==> src/rtl/insn_encoder.sv <==
// ============================================================================
// Module   : insn_encoder
// Brief    : Encodes RV32I operation descriptors into 32-bit instruction words
//            behind a 2-entry in-order valid/ready output buffer.
// Revision : 1.0 - initial release
// ============================================================================
`default_nettype none

module insn_encoder #(
    parameter int DWIDTH   = 32,
    parameter int ERRCNT_W = 16
) (
    input  logic                clk,
    input  logic                reset,
    input  logic                cmd_valid_i,
    output logic                cmd_ready_o,
    input  logic [6:0]          cmd_opcode_i,
    input  logic [3:0]          cmd_alusel_i,
    input  logic [2:0]          cmd_funct3_i,
    input  logic [4:0]          cmd_rd_i,
    input  logic [4:0]          cmd_rs1_i,
    input  logic [4:0]          cmd_rs2_i,
    input  logic [DWIDTH-1:0]   cmd_imm_i,
    output logic                insn_valid_o,
    input  logic                insn_ready_i,
    output logic [DWIDTH-1:0]   insn_o,
    output logic                err_o,
    output logic [31:0]         insn_count_o,
    output logic [ERRCNT_W-1:0] err_count_o
);

    localparam logic [6:0] c_op_rtype  = 7'b0110011;
    localparam logic [6:0] c_op_itype  = 7'b0010011;
    localparam logic [6:0] c_op_load   = 7'b0000011;
    localparam logic [6:0] c_op_store  = 7'b0100011;
    localparam logic [6:0] c_op_branch = 7'b1100011;
    localparam logic [6:0] c_op_jal    = 7'b1101111;
    localparam logic [6:0] c_op_jalr   = 7'b1100111;
    localparam logic [6:0] c_op_lui    = 7'b0110111;
    localparam logic [6:0] c_op_auipc  = 7'b0010111;

    localparam logic [3:0] c_alu_add  = 4'd0;
    localparam logic [3:0] c_alu_sub  = 4'd1;
    localparam logic [3:0] c_alu_sll  = 4'd2;
    localparam logic [3:0] c_alu_slt  = 4'd3;
    localparam logic [3:0] c_alu_sltu = 4'd4;
    localparam logic [3:0] c_alu_xor  = 4'd5;
    localparam logic [3:0] c_alu_srl  = 4'd6;
    localparam logic [3:0] c_alu_sra  = 4'd7;
    localparam logic [3:0] c_alu_or   = 4'd8;
    localparam logic [3:0] c_alu_and  = 4'd9;

    localparam logic [31:0] c_nop = 32'h0000_0013;

    typedef enum logic [1:0] {
        ST_EMPTY = 2'd0,
        ST_ONE   = 2'd1,
        ST_TWO   = 2'd2
    } state_t;

    state_t                r_state;
    logic [31:0]           r_head_insn, r_tail_insn;
    logic                  r_head_err,  r_tail_err;
    logic [31:0]           r_insn_count;
    logic [ERRCNT_W-1:0]   r_err_count;

    logic                  w_alu_ok, w_alu_shift;
    logic [2:0]            w_alu_f3;
    logic [6:0]            w_alu_f7;
    logic                  w_fit12, w_fit13, w_fit21;
    logic                  w_ok;
    logic [31:0]           w_raw, w_enc;
    logic                  w_push, w_pop;

    always_comb begin
        w_alu_ok    = 1'b1;
        w_alu_shift = 1'b0;
        w_alu_f3    = 3'd0;
        w_alu_f7    = 7'h00;
        case (cmd_alusel_i)
            c_alu_add:  w_alu_f3 = 3'd0;
            c_alu_sub:  begin w_alu_f3 = 3'd0; w_alu_f7 = 7'h20; end
            c_alu_sll:  begin w_alu_f3 = 3'd1; w_alu_shift = 1'b1; end
            c_alu_slt:  w_alu_f3 = 3'd2;
            c_alu_sltu: w_alu_f3 = 3'd3;
            c_alu_xor:  w_alu_f3 = 3'd4;
            c_alu_srl:  begin w_alu_f3 = 3'd5; w_alu_shift = 1'b1; end
            c_alu_sra:  begin w_alu_f3 = 3'd5; w_alu_f7 = 7'h20; w_alu_shift = 1'b1; end
            c_alu_or:   w_alu_f3 = 3'd6;
            c_alu_and:  w_alu_f3 = 3'd7;
            default:    w_alu_ok = 1'b0;
        endcase
    end

    // An immediate sign-fits N bits when bits [31:N-1] are all equal.
    assign w_fit12 = (&cmd_imm_i[31:11]) | ~(|cmd_imm_i[31:11]);
    assign w_fit13 = (&cmd_imm_i[31:12]) | ~(|cmd_imm_i[31:12]);
    assign w_fit21 = (&cmd_imm_i[31:20]) | ~(|cmd_imm_i[31:20]);

    always_comb begin
        w_ok  = 1'b0;
        w_raw = c_nop;
        case (cmd_opcode_i)
            c_op_rtype: begin
                w_ok  = w_alu_ok;
                w_raw = {w_alu_f7, cmd_rs2_i, cmd_rs1_i, w_alu_f3, cmd_rd_i, cmd_opcode_i};
            end
            c_op_itype: begin
                if (w_alu_shift) begin
                    w_ok  = w_alu_ok && (cmd_imm_i[31:5] == 27'd0);
                    w_raw = {w_alu_f7, cmd_imm_i[4:0], cmd_rs1_i, w_alu_f3, cmd_rd_i, cmd_opcode_i};
                end else begin
                    w_ok  = w_alu_ok && (cmd_alusel_i != c_alu_sub) && w_fit12;
                    w_raw = {cmd_imm_i[11:0], cmd_rs1_i, w_alu_f3, cmd_rd_i, cmd_opcode_i};
                end
            end
            c_op_load: begin
                w_ok  = w_fit12 && (cmd_funct3_i != 3'd3) && (cmd_funct3_i[2:1] != 2'b11);
                w_raw = {cmd_imm_i[11:0], cmd_rs1_i, cmd_funct3_i, cmd_rd_i, cmd_opcode_i};
            end
            c_op_store: begin
                w_ok  = w_fit12 && (cmd_funct3_i <= 3'd2);
                w_raw = {cmd_imm_i[11:5], cmd_rs2_i, cmd_rs1_i, cmd_funct3_i,
                         cmd_imm_i[4:0], cmd_opcode_i};
            end
            c_op_branch: begin
                w_ok  = w_fit13 && !cmd_imm_i[0] && (cmd_funct3_i[2:1] != 2'b01);
                w_raw = {cmd_imm_i[12], cmd_imm_i[10:5], cmd_rs2_i, cmd_rs1_i, cmd_funct3_i,
                         cmd_imm_i[4:1], cmd_imm_i[11], cmd_opcode_i};
            end
            c_op_jal: begin
                w_ok  = w_fit21 && !cmd_imm_i[0];
                w_raw = {cmd_imm_i[20], cmd_imm_i[10:1], cmd_imm_i[11], cmd_imm_i[19:12],
                         cmd_rd_i, cmd_opcode_i};
            end
            c_op_jalr: begin
                w_ok  = w_fit12;
                w_raw = {cmd_imm_i[11:0], cmd_rs1_i, 3'd0, cmd_rd_i, cmd_opcode_i};
            end
            c_op_lui, c_op_auipc: begin
                w_ok  = (cmd_imm_i[11:0] == 12'd0);
                w_raw = {cmd_imm_i[31:12], cmd_rd_i, cmd_opcode_i};
            end
            default: w_ok = 1'b0;
        endcase
        w_enc = w_ok ? w_raw : c_nop;
    end

    assign cmd_ready_o  = (r_state != ST_TWO) && !reset;
    assign insn_valid_o = (r_state != ST_EMPTY);
    assign w_push       = cmd_valid_i && cmd_ready_o;
    assign w_pop        = insn_valid_o && insn_ready_i;

    always_ff @(posedge clk) begin
        if (reset) begin
            r_state      <= ST_EMPTY;
            r_head_insn  <= 32'd0;
            r_head_err   <= 1'b0;
            r_tail_insn  <= 32'd0;
            r_tail_err   <= 1'b0;
            r_insn_count <= 32'd0;
            r_err_count  <= '0;
        end else begin
            case (r_state)
                ST_EMPTY: begin
                    if (w_push) begin
                        r_head_insn <= w_enc;
                        r_head_err  <= !w_ok;
                        r_state     <= ST_ONE;
                    end
                end
                ST_ONE: begin
                    if (w_push && w_pop) begin
                        r_head_insn <= w_enc;
                        r_head_err  <= !w_ok;
                    end else if (w_push) begin
                        r_tail_insn <= w_enc;
                        r_tail_err  <= !w_ok;
                        r_state     <= ST_TWO;
                    end else if (w_pop) begin
                        r_state     <= ST_EMPTY;
                    end
                end
                ST_TWO: begin
                    if (w_pop) begin
                        r_head_insn <= r_tail_insn;
                        r_head_err  <= r_tail_err;
                        r_state     <= ST_ONE;
                    end
                end
                default: r_state <= ST_EMPTY;
            endcase
            if (w_pop) begin
                r_insn_count <= r_insn_count + 32'd1;
                if (r_head_err && !(&r_err_count))
                    r_err_count <= r_err_count + 1'b1;
            end
        end
    end

    assign insn_o       = r_head_insn;
    assign err_o        = r_head_err;
    assign insn_count_o = r_insn_count;
    assign err_count_o  = r_err_count;

endmodule

`default_nettype wire

==> config.mk <==
export PLATFORM = sky130hd
export DESIGN_NAME = insn_encoder
export DESIGN_NICKNAME = d
export VERILOG_FILES = /design/src/rtl/insn_encoder.sv
export SDC_FILE = /design/constraint.sdc
export NUM_CORES = 1
export LEC_CHECK = 0
export CORE_MARGIN = 3
export CORE_UTILIZATION = 40
export CTS_CLUSTER_DIAMETER = 30
export CTS_CLUSTER_SIZE = 14
export DETAILED_ROUTE_END_ITERATION = 10
export PLACE_DENSITY = 0.7
export REMOVE_ABC_BUFFERS = 1
export SKIP_LAST_GASP = 1
export SLEW_MARGIN = 0
export SYNTH_ARGS = -nofsm -noshare
export SYNTH_HDL_FRONTEND = slang
export SYNTH_SLANG_ARGS = --single-unit
==> constraint.sdc <==
create_clock -name clk -period 2.2 [get_ports clk]
set_input_delay 0.22 -clock clk [delete_from_list [all_inputs] [get_ports clk]]
set_output_delay 0.22 -clock clk [all_outputs]
set_load 0.05 [all_outputs]
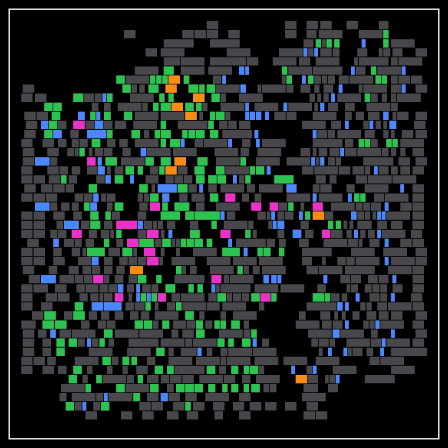
**Above:** run 1 (selected gate families).
family	colour	cells
inverting AOI/OAI gates	green	185
AND-OR and OR-AND gates	magenta	20
NOR gates	blue	114
multiplexers	orange	10
fin cells: 1,152
most common logic cell in the routed design: clkdlybuf4s50_1

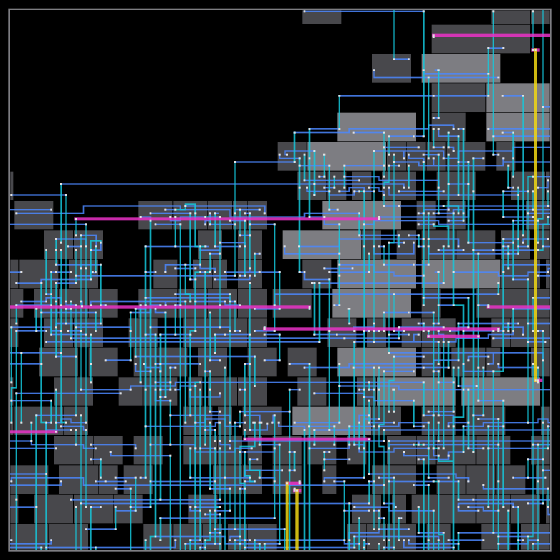
**Above:** run 1 (close-up of the layout).
Window x 7 to 57, y 71 to 121 um. Cells in grey, sequential cells in the stronger grey; small squares are vias.
layer	colour
met2	cyan
met1	blue
met3	magenta
met4	yellow
cells with their middle in the window	154
most frequent	buf_4 (27), dfxtp_1 (14), clkdlybuf4s50_1 (12)
netlist names of flops here include	`insn_o` (8), `r_tail_insn` (6)
sequential cells in the window	14

==> Slide: Implementation Results, run 1 <==
Flow Results at a Glance

Min path
  – Worst hold stages: 3
  – Worst hold start: reset
  – Hold WC Path Type: input port to flop

CTS
  – Maximum root-to-sink buffer count: 2
  – TritonCTS clock tree: built
  – PostCTS Resize Cnt: 3
  – Clock-pin slew on the worst setup and hold paths: approximately 0.050 ns

Synth
  – Post-synth EDFFs: 0
  – Avg Inst Size Synth: approximately 8.2 um^2
  – Unique cell types: about 70
  – Seq/Total Area, Yosys: 0.388
  – Seq cells post-synth: between 100 and 150
  – Cell Area, Synth: 0.00598 mm^2

Power
  – Leak: 3.40 nW

Floorplan
  – Std cell rows: between 40 and 50
  – Floorplan utilization: 0.410
  – DIE WIDTH: 128 um
  – Tap cells: approximately 180
  – I/O pins: approximately 150

Setup path
  – Max Fanout on Critical Path: 8
  – Worst setup EP type: flop
  – CP Launch Type: input port
  – R2R depth: 6
  – Worst setup path endpoint: insn_o[10]
  – Worst r2r src: r_state[1]
  – Worst reg2reg path endpoint: insn_o[21]

Drt
  – 1st-iter DRT viols: around 380
  – Routed wire length: approximately 19,000 um
  – Final ANT Viol Nets: 0
  – DRC violations left: 0

Final timing
  – Slew margin rel.: 0.549
  – Least-Margin Pin Slew: 0.674 ns
  – Worst hold margin: 0.256 ns

Outcome
  – Outcome: finished, final reports clean

Finish
  – Utilization after layout: 0.622
  – Final instance area: between 0.009 and 0.01 mm^2
  – Comb_multi_in: between 500 and 600
  – Clk cell area share: 0.0649
  – Layout cells sized above 1: 0.182

Placement
  – PortBufs: approximately 150
  – Dpl cells: between 1,000 and 1,500
  – Placed Area: 0.00833 mm^2
  – Post-place setup slack: -0.488 ns

GRT
  – Initial antenna violation count: 0
  – Largest net degree at the start of global routing: 80
  – Vias in the first global route: approximately 6,000
  – Grt ovf: 0
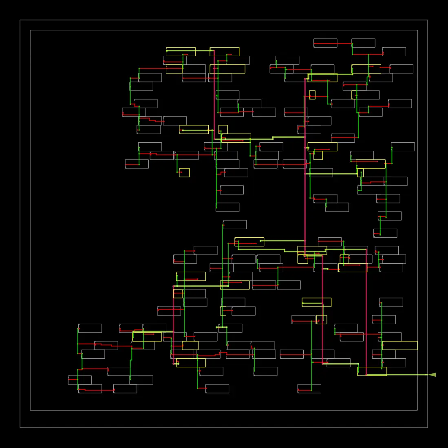
**Above:** run 1 (clock routing).
clock skew: 0.00791 ns
Flops: 116
Power Clock: 2.68 mW
worst skew pair latency: 0.41 ns
Num CTS Buffers: 17

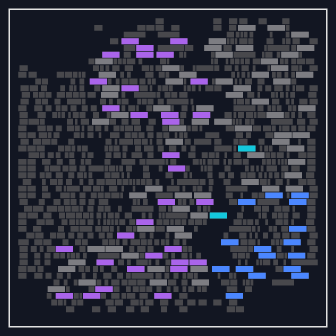
**Above:** run 1 (where the registers sit).
netlist name	colour	placed flops
`err_count_o`	blue	16
`r_state`	cyan	2
`insn_o`	purple	32
not coloured	66
Seq. cell area: 0.00232 mm^2
seq pwr: 2.18 mW

-- run 1: sequential cells by signal, indices dropped and copies added (netlist names) --
| name | flops |
|---|---|
| r_tail_insn | 32 |
| err_count_o | 16 |
| r_state | 2 |
| insn_o | 32 |
| r_tail_err | 1 |
| err_o | 1 |
| insn_count_o | 32 |
-- run 1: where the power goes --
group	internal [mW]	switching, mW
Clock	1.72	0.956
Combinational	0.353	0.436
Sequential	2.15	0.0317
-- run 1: cells by family (layout without fill, tap and decap cells) --
kind of cell,Yosys count,in the layout,synth area share
multiplexers,10,10,0.0169
AND/OR/NAND/NOR,299,299,0.261
XOR/XNOR,37,37,0.0542
adder cells (fa/ha/maj),2,2,0.00418
buffers and inverters,61,299,0.0435
flip-flops,116,116,0.388
AND-OR/OR-AND,205,205,0.232
-- run 1: critical path, stage by stage --
cell,delay (ns)
clkdlybuf4s50_1,0.42
buf_4,0.17
nand2b_1,0.15
a211oi_1,0.37
o22a_1,0.34
a21oi_4,0.09
buf_4,0.15
o31ai_4,0.29
buf_6,0.17
o22ai_1,0.06
-- run 1: cells in the mapped netlist (all sizes together) (9+ instances only) --
master    n
nand3    55
and3     22
nand2    39
nor3     18
o31ai    32
a21oi    61
clkbuf   43
or3      20
nand2b    9
xor2     26
a22oi    17
nor2     77
buf      10
dfxtp   116
o22ai    11
o21ai    24
xnor2    11
a211oi   12
nand4    15
mux2i     9
-- run 1: per-stage QoR --
step                setup TNS (ns)  power [mW]
finish                           0        5.64
floorplan                   -17.98        2.54
detailed placement          -24.82        2.99
CTS                              0        5.68
global route                -0.170        5.85
global placement            -23.01        2.99
-- run 1: routing by layer --
metal	wire length, um	GRT usage	part of all wire
met1	8380	0.294	0.45
met2	8750	0.363	0.47
met3	1220	0.0617	0.065
met4	382	0.0749	0.020
met5	0	0	0
==> run 2, diff against run 1 <==
--- a/config.mk
+++ b/config.mk
@@ -7,7 +7,7 @@
 export LEC_CHECK = 0
 export CORE_MARGIN = 3
 export CORE_UTILIZATION = 40
-export CTS_CLUSTER_DIAMETER = 30
+export CTS_CLUSTER_DIAMETER = 150
 export CTS_CLUSTER_SIZE = 14
 export DETAILED_ROUTE_END_ITERATION = 10
 export PLACE_DENSITY = 0.7
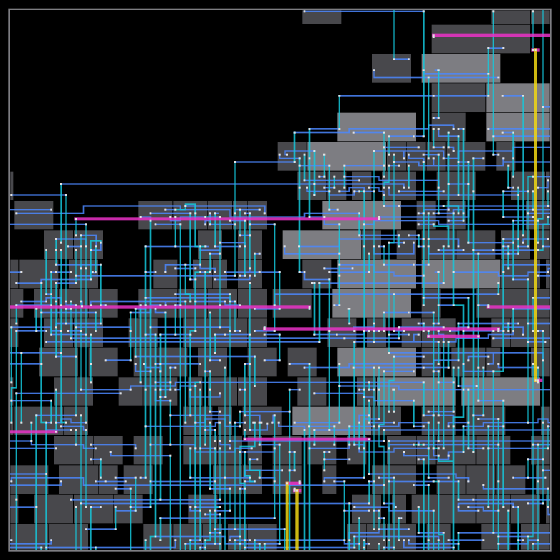
**Above:** run 2 (close-up of the layout).
Window x 7 to 57, y 71 to 121 um. Cells in grey, sequential cells in the stronger grey; small squares are vias.
layer	colour
met2	cyan
met1	blue
met4	yellow
met3	magenta
netlist names of flops here include	`insn_o` (8), `r_tail_insn` (6)
most frequent	buf_4 (27), dfxtp_1 (14), clkdlybuf4s50_1 (12)
sequential cells in the window	14
cells with their middle in the window	154

==> run 2 against run 1 <==
Critical path depth stayed put. Hold slack did not move. Largest cell class unchanged. Critical endpoint unchanged. Synthesized area unchanged. Combinational power barely moved. Clock power about the same. Flip-flop count unchanged. Wire length stayed put. Power unchanged.
==> Slide: Implementation Results, run 2 <==
Flow Results at a Glance

CTS
  – Maximum root-to-sink buffer count: 2
  – Num CTS Buffers: 17
  – Clock-pin slew on the worst setup and hold paths: ~0.05 ns
  – TritonCTS clock tree: built

Drt
  – 1st-iter DRT viols: roughly 380
  – Final ANT Viol Nets: 0
  – Detail Route met2 WL: 8750 um
  – Routed wire length: between 15,000 and 20,000 um
  – Met3 routed WL: approximately 1200 um
  – Avg WL per Cell: ~16 um
  – Met1 wire length: between 8000 and 9000 um
  – Post-DR vias/cell: approximately 5.7
  – DR top layer: met4

Finish
  – Most common logic cell in the routed design: clkdlybuf4s50_1
  – Antenna Cells: 0
  – Layout cells sized above 1: 0.182
  – Utilization after layout: 0.622
  – Fin cells: roughly 1,200

Floorplan
  – Floorplan utilization: 0.410
  – Std cell rows: 44
  – Area of the core: roughly 0.015 mm^2
  – I/O pins: roughly 150
  – DIE WIDTH: around 130 um

Synth
  – Seq cells post-synth: approximately 120
  – Mapped Cells: around 730
  – Synth top cell by count: dfxtp_1
  – Synth top cells by count: 116 x dfxtp_1, 77 x nor2_1, 59 x a21oi_1
  – Seq/Total Area, Yosys: 0.388
  – Unique cell types: ~70
  – Post-synth EDFFs: 0
  – Avg Inst Size Synth: around 8.2 um^2

Placement
  – Post-place setup slack: -0.488 ns
  – PortBufs: between 100 and 150

Setup path
  – Max Fanout on Critical Path: 8
  – CP Launch Type: input port

Power
  – Tot Pwr: between 5 and 6 mW
  – Power Clock: 2.68 mW
  – Clock power share: 0.474
  – P_int: around 4.2 mW
  – Comb power: around 0.79 mW
  – Sw frac: 0.252
  – Leak: about 3.4 nW
  – Seq pwr: between 2 and 2.5 mW
  – Gate power share: 0.140
  – Seq pwr share: 0.386

Final timing
  – Clock skew: roughly 0.0079 ns
  – Slew margin rel.: 0.549
  – Least-Margin Pin Slew: 0.674 ns
  – Final Cycle Share: 0.982
  – Hold Fails Final Rpt: 0
  – Worst hold margin: around 0.26 ns

GRT
  – Grt peak-use layer: met2
  – GR Util met3: 0.0617
  – Grt ovf: 0
  – Met2 Track Usage GR: 0.363
  – First-pass GRT wire length: around 30,000 um
  – Grt met1 use: 0.294
  – Initial antenna violation count: 0

Outcome
  – Outcome: finished, final reports clean

Min path
  – Hold WC Path Type: input port to flop
-- run 2: cell counts in the layout (fill, tap and decap cells not counted) --
Identical to the previous run, type by type.
-- run 2: kinds of logic (layout without fill, tap and decap cells) --
kind of cell | Yosys count | in the layout | share of synthesized area
flops | 116 | 116 | 0.388
buf+inv | 61 | 299 | 0.0435
simple gates | 299 | 299 | 0.261
compound gates | 205 | 205 | 0.232
fa+ha+maj | 2 | 2 | 0.00418
mux | 10 | 10 | 0.0169
xor+xnor | 37 | 37 | 0.0542
-- run 2: final timing paths --
| check | startpoint | endpoint | slack (ns) | cells after the start |
|---|---|---|---|---|
| worst min-delay path | reset | r_state[0] | 0.26 | 3 |
| worst max register to register | r_state[1] | insn_o[21] | 0.16 | 6 |
| worst max-delay path | cmd_alusel_i[3] | insn_o[10] | 0.04 | 10 |
| worst min register to register | r_tail_insn[3] | r_tail_insn[3] | 0.45 | 2 |
-- run 2: what timing repair did --
item,CTS,global route
pin swaps,0,7
setup endpoints to repair,8,54
buffers inserted,0,3
resized,3,24
cloned,0,1
-- run 2: critical path, cell delays in order --
cell and delay, ns:
clkdlybuf4s50_1 0.42, buf_4 0.17, nand2b_1 0.15, a211oi_1 0.37, o22a_1 0.34, a21oi_4 0.09
buf_4 0.15, o31ai_4 0.29, buf_6 0.17, o22ai_1 0.06
-- run 2: stage by stage --
step	TNS (ns)	area [um^2]
2_1_floorplan	-17.98	5750
3_3_place_gp	-23.01	8330
3_5_place_dp	-24.82	8330
4_1_cts	0	8930
5_1_grt	-0.170	9070
6_report	0	9070
-- run 2: final cells by class --
type / instances / area, um^2
clock inverters: 12 / 131
inverters: 8 / 30.0
flip-flops and latches: 116 / 2320
repair buffers: 259 / 2380
fillers: 1269 / 5520
well taps: 184 / 230
clock buffers: 20 / 457
multi-input cells: 553 / 3520
Power is estimated from default activity; no workload was simulated.
